File: src/rtl/hilo_mult_sequencer.sv
// hilo_mult_sequencer
// Iterative shift-add multiply unit with HI/LO result registers for the MIPS
// datapath. It runs MULT, MULTU, MADD and MSUB over WIDTH iteration cycles
// plus one accumulate cycle, and it handles single-cycle MTHI/MTLO writes.
//
// Ports:
//   Clk    rising-edge clock
//   Rst    asynchronous active-low reset
//   Start  request, sampled only in IDLE
//   Op     000 MULT, 001 MULTU, 010 MADD, 011 MSUB, 100 MTHI, 101 MTLO, 11x reserved
//   A, B   operands rs / rt
//   Flush  synchronous abort of an in-flight multiply
//   Busy   high while a multiply is in flight (MUL and ACC states)
//   Done   one-cycle pulse when HI/LO hold the new result
//   HI, LO result registers
module hilo_mult_sequencer #(
  parameter int WIDTH = 32
) (
  input  logic             Clk,
  input  logic             Rst,
  input  logic             Start,
  input  logic [2:0]       Op,
  input  logic [WIDTH-1:0] A,
  input  logic [WIDTH-1:0] B,
  input  logic             Flush,
  output logic             Busy,
  output logic             Done,
  output logic [WIDTH-1:0] HI,
  output logic [WIDTH-1:0] LO
);

  localparam int CW = (WIDTH > 1) ? $clog2(WIDTH) : 1;

  localparam logic [2:0] OP_MULT  = 3'b000;
  localparam logic [2:0] OP_MULTU = 3'b001;
  localparam logic [2:0] OP_MADD  = 3'b010;
  localparam logic [2:0] OP_MSUB  = 3'b011;
  localparam logic [2:0] OP_MTHI  = 3'b100;
  localparam logic [2:0] OP_MTLO  = 3'b101;

  typedef enum logic [1:0] {
    S_IDLE = 2'd0,
    S_MUL  = 2'd1,
    S_ACC  = 2'd2,
    S_DONE = 2'd3
  } state_t;

  state_t               state_q, state_d;
  logic [2:0]           op_q, op_d;
  logic                 neg_q, neg_d;
  logic [CW-1:0]        cnt_q, cnt_d;
  logic [2*WIDTH-1:0]   mcand_q, mcand_d;
  logic [WIDTH-1:0]     mplier_q, mplier_d;
  logic [2*WIDTH-1:0]   prod_q, prod_d;
  logic [WIDTH-1:0]     hi_q, hi_d;
  logic [WIDTH-1:0]     lo_q, lo_d;

  logic                 sgn_s;
  logic [2*WIDTH-1:0]   p_s;
  logic [2*WIDTH-1:0]   acc_s;

  // Magnitude of an operand; unsigned ops pass the raw value through.
  // -2^(WIDTH-1) maps to itself, which is the correct unsigned magnitude.
  function automatic logic [WIDTH-1:0] mag(input logic [WIDTH-1:0] v, input logic sgn);
    if (sgn && v[WIDTH-1]) begin
      return -v;
    end else begin
      return v;
    end
  endfunction

  // Next-state and datapath computation for the sequencer.
  always_comb begin
    state_d  = state_q;
    op_d     = op_q;
    neg_d    = neg_q;
    cnt_d    = cnt_q;
    mcand_d  = mcand_q;
    mplier_d = mplier_q;
    prod_d   = prod_q;
    hi_d     = hi_q;
    lo_d     = lo_q;
    sgn_s    = (Op != OP_MULTU);
    p_s      = neg_q ? -prod_q : prod_q;
    acc_s    = {hi_q, lo_q};

    case (state_q)
      S_IDLE: begin
        // Flush outranks Start while idle, so a coincident request is dropped.
        if (Flush) begin
          state_d = S_IDLE;
        end else if (Start) begin
          case (Op)
            OP_MTHI: hi_d = A;
            OP_MTLO: lo_d = A;
            OP_MULT, OP_MULTU, OP_MADD, OP_MSUB: begin
              op_d     = Op;
              mcand_d  = {{WIDTH{1'b0}}, mag(A, sgn_s)};
              mplier_d = mag(B, sgn_s);
              neg_d    = sgn_s & (A[WIDTH-1] ^ B[WIDTH-1]);
              prod_d   = {(2*WIDTH){1'b0}};
              cnt_d    = {CW{1'b0}};
              state_d  = S_MUL;
            end
            default: state_d = S_IDLE;
          endcase
        end else begin
          state_d = S_IDLE;
        end
      end

      S_MUL: begin
        if (Flush) begin
          state_d = S_IDLE;
        end else begin
          if (mplier_q[0]) begin
            prod_d = prod_q + mcand_q;
          end else begin
            prod_d = prod_q;
          end
          mcand_d  = mcand_q << 1;
          mplier_d = mplier_q >> 1;
          cnt_d    = cnt_q + {{(CW-1){1'b0}}, 1'b1};
          if (cnt_q == CW'(WIDTH-1)) begin
            state_d = S_ACC;
          end else begin
            state_d = S_MUL;
          end
        end
      end

      S_ACC: begin
        // A coincident Flush wins over the write-back.
        if (Flush) begin
          state_d = S_IDLE;
        end else begin
          case (op_q)
            OP_MADD: acc_s = {hi_q, lo_q} + p_s;
            OP_MSUB: acc_s = {hi_q, lo_q} - p_s;
            default: acc_s = p_s;
          endcase
          {hi_d, lo_d} = acc_s;
          state_d      = S_DONE;
        end
      end

      S_DONE: state_d = S_IDLE;

      default: state_d = S_IDLE;
    endcase
  end

  // State and datapath registers with asynchronous active-low reset.
  always_ff @(posedge Clk or negedge Rst) begin
    if (!Rst) begin
      state_q  <= S_IDLE;
      op_q     <= 3'b000;
      neg_q    <= 1'b0;
      cnt_q    <= {CW{1'b0}};
      mcand_q  <= {(2*WIDTH){1'b0}};
      mplier_q <= {WIDTH{1'b0}};
      prod_q   <= {(2*WIDTH){1'b0}};
      hi_q     <= {WIDTH{1'b0}};
      lo_q     <= {WIDTH{1'b0}};
    end else begin
      state_q  <= state_d;
      op_q     <= op_d;
      neg_q    <= neg_d;
      cnt_q    <= cnt_d;
      mcand_q  <= mcand_d;
      mplier_q <= mplier_d;
      prod_q   <= prod_d;
      hi_q     <= hi_d;
      lo_q     <= lo_d;
    end
  end

  assign Busy = (state_q == S_MUL) || (state_q == S_ACC);
  assign Done = (state_q == S_DONE);
  assign HI   = hi_q;
  assign LO   = lo_q;

endmodule

File: config.mk
export PLATFORM = sky130hd
export DESIGN_NAME = hilo_mult_sequencer
export DESIGN_NICKNAME = d
export VERILOG_FILES = /design/src/rtl/hilo_mult_sequencer.sv
export SDC_FILE = /design/constraint.sdc
export NUM_CORES = 1
export LEC_CHECK = 0
export CAP_MARGIN = 15
export CORE_MARGIN = 4
export CORE_UTILIZATION = 45
export CTS_BUF_LIST = sky130_fd_sc_hd__clkbuf_4 sky130_fd_sc_hd__clkbuf_8
export DETAILED_ROUTE_END_ITERATION = 6
export GPL_ROUTABILITY_DRIVEN = 0
export GPL_TIMING_DRIVEN = 0
export PLACE_DENSITY_LB_ADDON = 0.2
export SLEW_MARGIN = 10
export SYNTH_ARGS = -nofsm -noshare
export SYNTH_HDL_FRONTEND = slang
export SYNTH_SLANG_ARGS = --single-unit
export TNS_END_PERCENT = 20
File: constraint.sdc
create_clock -name Clk -period 21 [get_ports Clk]
set_input_delay 2.1 -clock Clk [delete_from_list [all_inputs] [get_ports Clk]]
set_output_delay 2.1 -clock Clk [all_outputs]
set_load 0.05 [all_outputs]
Figure 1. Wiring by layer.
Scale bar: 50 um. Only two layers are drawn.
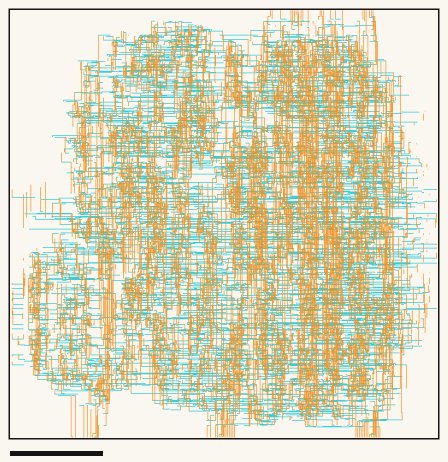
cyan -> met1  # wire length 34.2 mm
orange -> met2  # wire length 34.7 mm

Figure 2. The clock network.
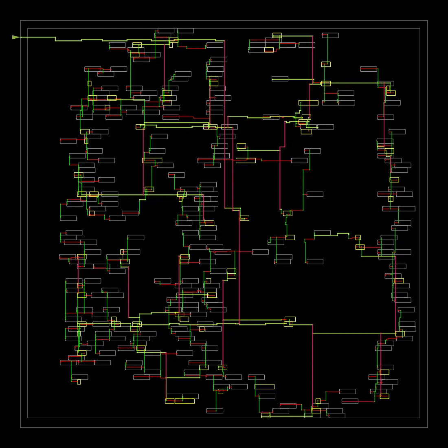
CLK BUF: 69
registers: 235

==> reports/metrics.cfg <==
[outcome]
outcome = complete, no violations

[hold_path]
hold_end = mplier_q[19]
hold_depth = 2
min_path_type = register to register
min_from = mplier_q[19]

[critical_path]
r2r-start = neg_q
cp-start-kind = register
end_kind = register
required_ns = 21.51
worstPathCellList = clkbuf_1 -> buf_1 -> clkbuf_1 -> clkbuf_1 -> clkbuf_1 -> buf_1 -> mux2i_1 -> xnor2_1 -> fa_1 -> a211oi_1 -> nor2_1 -> a221oi_1 -> o211ai_1 -> o211ai_1 -> a2111oi_0 -> a211oi_1 -> o21ai_1 -> a41oi_1 -> mux2i_1 -> a221o_1
cp_max_fo = 10
slowest_delay_ns = 0.71
cp_data_arrival_time_ns = 8.99
crit_top_cell = clkbuf_1
crit_type = register to register
ff2ff_path_depth = 20
r2r_end = HI[28]
reg2reg_slack_ns = 12.53
slowest_stage = a221oi_1

[synthesis]
avgSynthCellArea_um2 = 7.664
postSynthSeqShare_pct = 26.47
ys_top_cells_by_count = nand2_1 (408), o21ai_0 (294), a21oi_1 (243), dfrtp_1 (235), nor2_1 (212)
edf_count = 0
ys_sh_adder_pct = 7.783
synthCells = 2899
flop_cell = dfrtp_1
aoi_share_pct = 28.41
topCellsByArea = dfrtp_1 (26%), ha_1 (7.6%), nand2_1 (6.9%)
syn_area_um2 = 22220
ys_types = 93
ys.warnings.count = 0
yosysCellCount = 2899
ys_top_logic_family = AND-OR/OR-AND gates
top_area_share_pct = 26.47
fp_nets = 3107
xor_share_pct = 11.42
synth_chip_area_um2 = 22220
synth-simple-area-share_pct = 21.08
async_flop_share_pct = 100.0
mux_area_share_pct = 0.7434
synth-seq-cells = 235
synth_area_leader_cell = dfrtp_1
top_cell = nand2_1

[global_route]
antenna_found_initial = 2
grt.overflow.total = 0
track_usage_pct = 30.69
grt_pass1_vias = 22330
grt_pass1_wl_mm = 129.2
grt_start_max_net_pins = 97

[flow_run]
warnings = 29
maxCapViolations = 0

[final_layout]
final-comb-area_um2 = 15430
n_fill_cell = 4766
areaGrowthSynthToFinish_pct = 15.19
fin_util_pct = 52.39
drive_gt1_share_pct = 4.901
ff_latch_area_um2 = 5881
stdcell_area_um2 = 25590
fin_nets = 3294

[sta]
finalHoldViolCount = 0
final.min_clock_period_ns = 8.475
slew_headroom_pct = 26.75
slew_viol_final = 0
finalClockPeriodUsage_pct = 40.36
fin_skew_ns = 0.03029
max_freq_mhz = 118.0
rsz0062_at_grt = false
tightest_slew_ns = 1.099
timing.hold.ws_ns = 0.4817
setup_viol = 0
setup-tns-final_ns = 0

[floorplan]
core_area_um2 = 48850
row_count = 81
io-pin-count = 137
die_y_um = 230.2
fp-utilization_pct = 45.48
chipArea_um2 = 52990
die_x_um = 230.2

[clock_tree]
cts_tree = built
root_buffer = clkbuf_8
insertion_delay_ns = 0.66
hold_buffers = 0
clk_pin_slew_ns = 0.06
cts.sinks = 235
cts_resized = 0
cts_buffers = 46
htree_levels = 2
cts_setup_buffers = 0
cts.path.max_buffers = 3

[routing]
drt-initial-drc-count = 2772
wl_met1_mm = 34.25
first_pass_iters = 5
dr.max_layer_used = met5
route.met3.wl_mm = 8.656
routedWlPerCell_um = 22.10
drc = 0
wl_met2_mm = 34.71
ant_nets = 0
viasPerCell = 6.264

[power_and_ir_drop]
p_per_area_nw_per_um2 = 122.0
peakVddDrop_mv = 0.05117
cellLeakagePower_nw = 11.40

[place]
portBuffers = 136
place_area_um2 = 24490
hpwl_mm = 65.94

Figure 3. Metal 2.
Scale bar: 50 um.
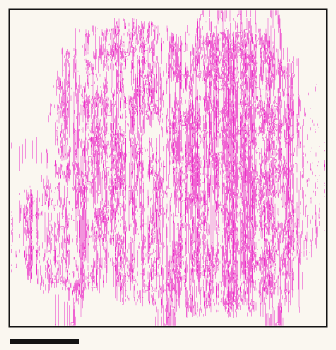
longest straight run = 111 um
main direction = vertical
wire length on this layer = 34.7 mm
nets with wire on the layer = 2684
share of all routed wire = 41%
met2 usage: 45.80%
final WL: 83.68 mm
routed via count: 23720

Figure 4. Metal 3.
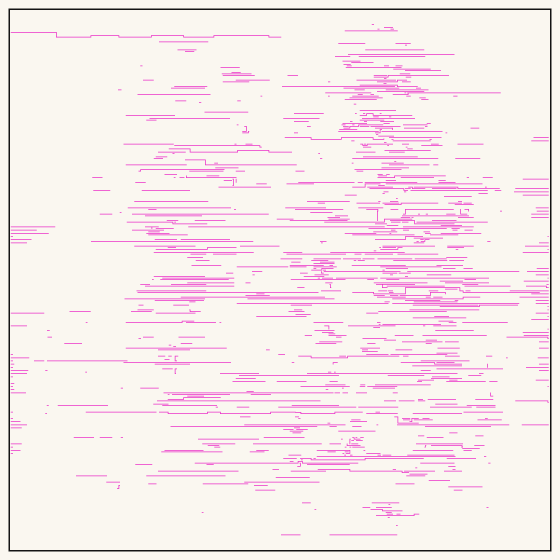
wire length on this layer = 8660 um
share of all routed wire = 10%
main direction = horizontal
nets with wire on the layer = 524
longest straight run = 83.5 um

flip-flops by register name (all words and copies together) (netlist names):
signal / flops
op_q: 3
HI: 32
prod_q: 64
mplier_q: 32
state_q: 2
cnt_q: 5
mcand_q: 64
neg_q: 1
LO: 32
final cells by class:
type	count	share of cell area (%)
Multi-Input combinational cell	2433	60.30
Sequential cell	235	22.98
Timing Repair Buffer	139	5.598
Clock buffer	69	3.442
Tap cell	664	3.246
Buffer	179	2.792
Clock inverter	15	0.8702
Inverter	52	0.7627
Antenna cell	1	0.009778
power by group:
| part | total [mW] | internal (mW) | switching [mW] |
|---|---|---|---|
| Sequential | 0.606 | 0.524 | 0.0823 |
| Clock | 0.562 | 0.332 | 0.230 |
| Combinational | 1.95 | 0.715 | 1.24 |
critical path, delay by kind of cell, from the launching register on:
family | cells | cell delay (ns)
adder cells (fa/ha/maj) | 1 | 0.47
AND/OR/NAND/NOR | 1 | 0.12
multiplexers | 2 | 0.49
buffers and inverters | 6 | 3.08
flip-flops | 1 | 0.32
XOR/XNOR | 1 | 0.17
AND-OR/OR-AND | 9 | 3.67
worst max path at each step:
stage | start | end | slack [ns] | depth (start not counted)
after floorplan | prod_q[0] | HI[28] | 14.33 | 28
after global placement | Rst | mplier_q[25] | 7.58 | 1
after detailed placement | neg_q | HI[28] | 12.87 | 20
after CTS | neg_q | HI[28] | 12.76 | 20
after global routing | prod_q[0] | HI[28] | 12.26 | 26
final | neg_q | HI[28] | 12.53 | 20
cell usage in the layout, fill, tap and decap left out, types with 7 or more instances in the layout:
cell type | netlist | layout
a211oi_1 | 39 | 38
a21o_1 | 109 | 109
a21oi_1 | 243 | 243
a221oi_1 | 10 | 10
a31oi_1 | 36 | 36
and2_1 | 16 | 16
and3_1 | 23 | 23
buf_1 | 13 | 13
buf_2 | 10 | 10
clkbuf_1 | 152 | 152
clkbuf_4 | 0 | 11
clkbuf_8 | 0 | 58
clkdlybuf4s50_1 | 0 | 135
clkinv_2 | 0 | 8
dfrtp_1 | 235 | 235
ha_1 | 135 | 135
inv_1 | 51 | 51
mux2i_1 | 12 | 12
nand2_1 | 408 | 408
nand2b_1 | 18 | 18
nand3_1 | 90 | 90
nand4_1 | 34 | 34
nor2_1 | 212 | 212
nor2b_1 | 20 | 20
nor3_1 | 40 | 40
nor4_1 | 25 | 25
o211ai_1 | 34 | 34
o21a_1 | 25 | 25
o21ai_0 | 294 | 294
o21bai_1 | 23 | 23
o31ai_1 | 59 | 59
o41ai_1 | 28 | 28
or2_2 | 13 | 13
or3_1 | 39 | 39
or4_1 | 19 | 19
or4_4 | 7 | 7
xnor2_1 | 148 | 148
xor2_1 | 138 | 138
metrics by stage:
stage                     power (mW)  std cells  setup WS (ns)
after floorplan                1.994       2899          14.33
after global placement         2.456       3699          7.580
after detailed placement       2.493       3702          12.87
after CTS                      3.067       3786          12.76
after global routing           3.313       3786          12.26
final                          3.122       3787          12.53
per-layer routing:
metal	global-route usage [%]	up-vias
li1	-	10960
met1	40.77	11110
met2	45.80	1343
met3	6.752	304
met4	18.22	2
met5	0	-
No activity file was given, so power comes from the tool's default toggle rates.
